==> config.mk <==
export PLATFORM = sky130hd
export DESIGN_NAME = seq_trigger_mc
export DESIGN_NICKNAME = d
export VERILOG_FILES = /design/src/rtl/seq_trigger_pkg.sv /design/src/rtl/seq_trigger_ch.sv /design/src/rtl/seq_trigger_mc.sv
export SDC_FILE = /design/constraint.sdc
export NUM_CORES = 1
export LEC_CHECK = 0
export CORE_ASPECT_RATIO = 2
export CORE_UTILIZATION = 48
export DETAILED_ROUTE_END_ITERATION = 7
export GPL_TIMING_DRIVEN = 0
export PLACE_DENSITY = 0.83
export SETUP_SLACK_MARGIN = 0.05
export SYNTH_ARGS = -nofsm -noshare
export SYNTH_HDL_FRONTEND = slang
export SYNTH_HIERARCHICAL = 1
export SYNTH_SLANG_ARGS = --single-unit
==> constraint.sdc <==
create_clock -name clk -period 1.7 [get_ports clk]
set_input_delay 0.34 -clock clk [delete_from_list [all_inputs] [get_ports clk]]
set_output_delay 0.34 -clock clk [all_outputs]
set_load 0.05 [all_outputs]
Fig. 1: met1 routing
Bar = 20 µm. Supply wires on this layer in gray.
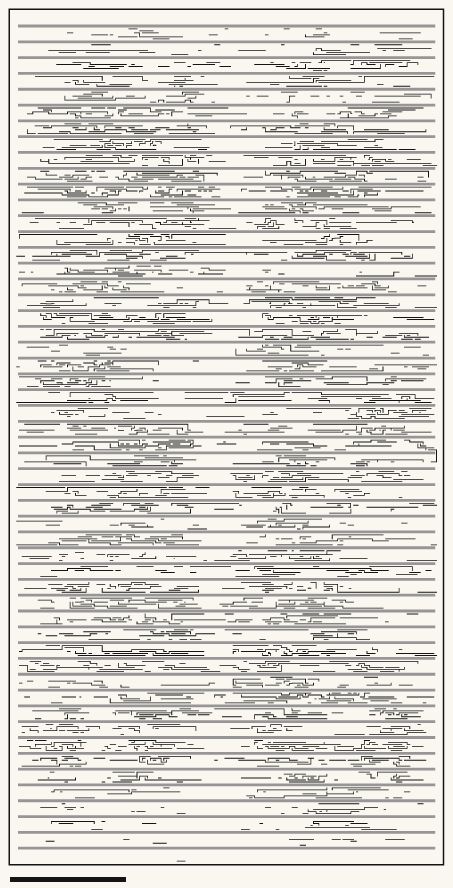
longest straight run: 22.5 µm
wire length on this layer: 6,180 µm
via count: 5,569
routing usage on met1: 30.71%

Fig. 2: signal wires on met2
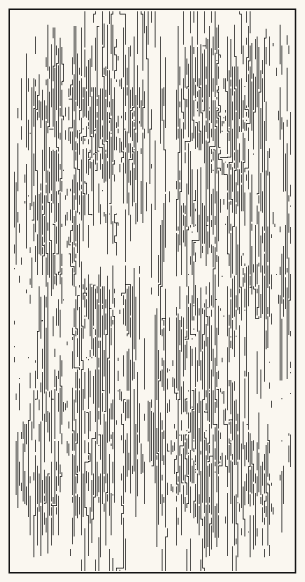
share of all routed wire: 55%
longest straight run: 62.2 µm
met2 Use GR: 54.32%
Routed Wire Length: 17,280 µm

Fig. 3: the metal 3 layer
Bar = 20 µm.
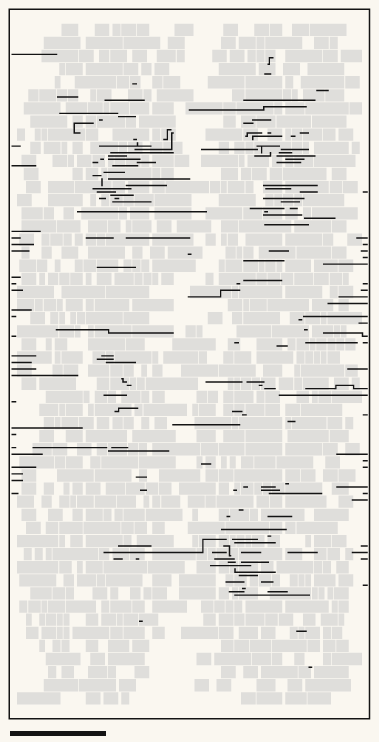
main direction: horizontal
share of all routed wire: 5.3%
GR Layer Usage met3: 5.487%

==> results.ini <==
[run_status]
status = finished, violations left
failed_checks = setup timing

[synth]
async_flop_share_pct = 0
flop_cell = dfxtp_1
syn_inst = 594
synthSimpleGateAreaFrac_pct = 35.77
ys_cells = 594
synthTopCellsByCount = dfxtp_1 (93), nand2_1 (47), a21oi_1 (45)

[drt]
dr.first_iter.drc_count = 498
routed_via_density = 6.372
wl_per_cell_um = 19.77

[cells_and_area]
stdcell_area_mm2 = 0.007895
final_cell_count_no_fill = 874
final_nets = 761
buf_share_pct = 20.00

[pwr]
p_sw_share_pct = 22.30
p_switching_mw = 1.046

[sta]
skew_ns = 0.008431
setup_violations = 3
setup_slack_ns = -0.01378

[global_routing]
antenna_found_initial = 0
grt_first_pass_wirelength_um = 25680

[die]
dieArea_mm2 = 0.01094
taps = 135
initCoreUtil_pct = 49.65
core_area_mm2 = 0.01015

[placed_design]
gp_congestion = 0.8450

[worst_setup_path]
worst-setup-path-type = flop to flop
path_cells = ha_4 -> and4_4 -> and4_4 -> buf_8 -> or4_1 -> a21oi_1
rr_worst_depth = 6
cpMostUsedCell = and4_4
r2r_slack_ns = -0.01
cp_top_family = simple AND/OR/NAND/NOR gates

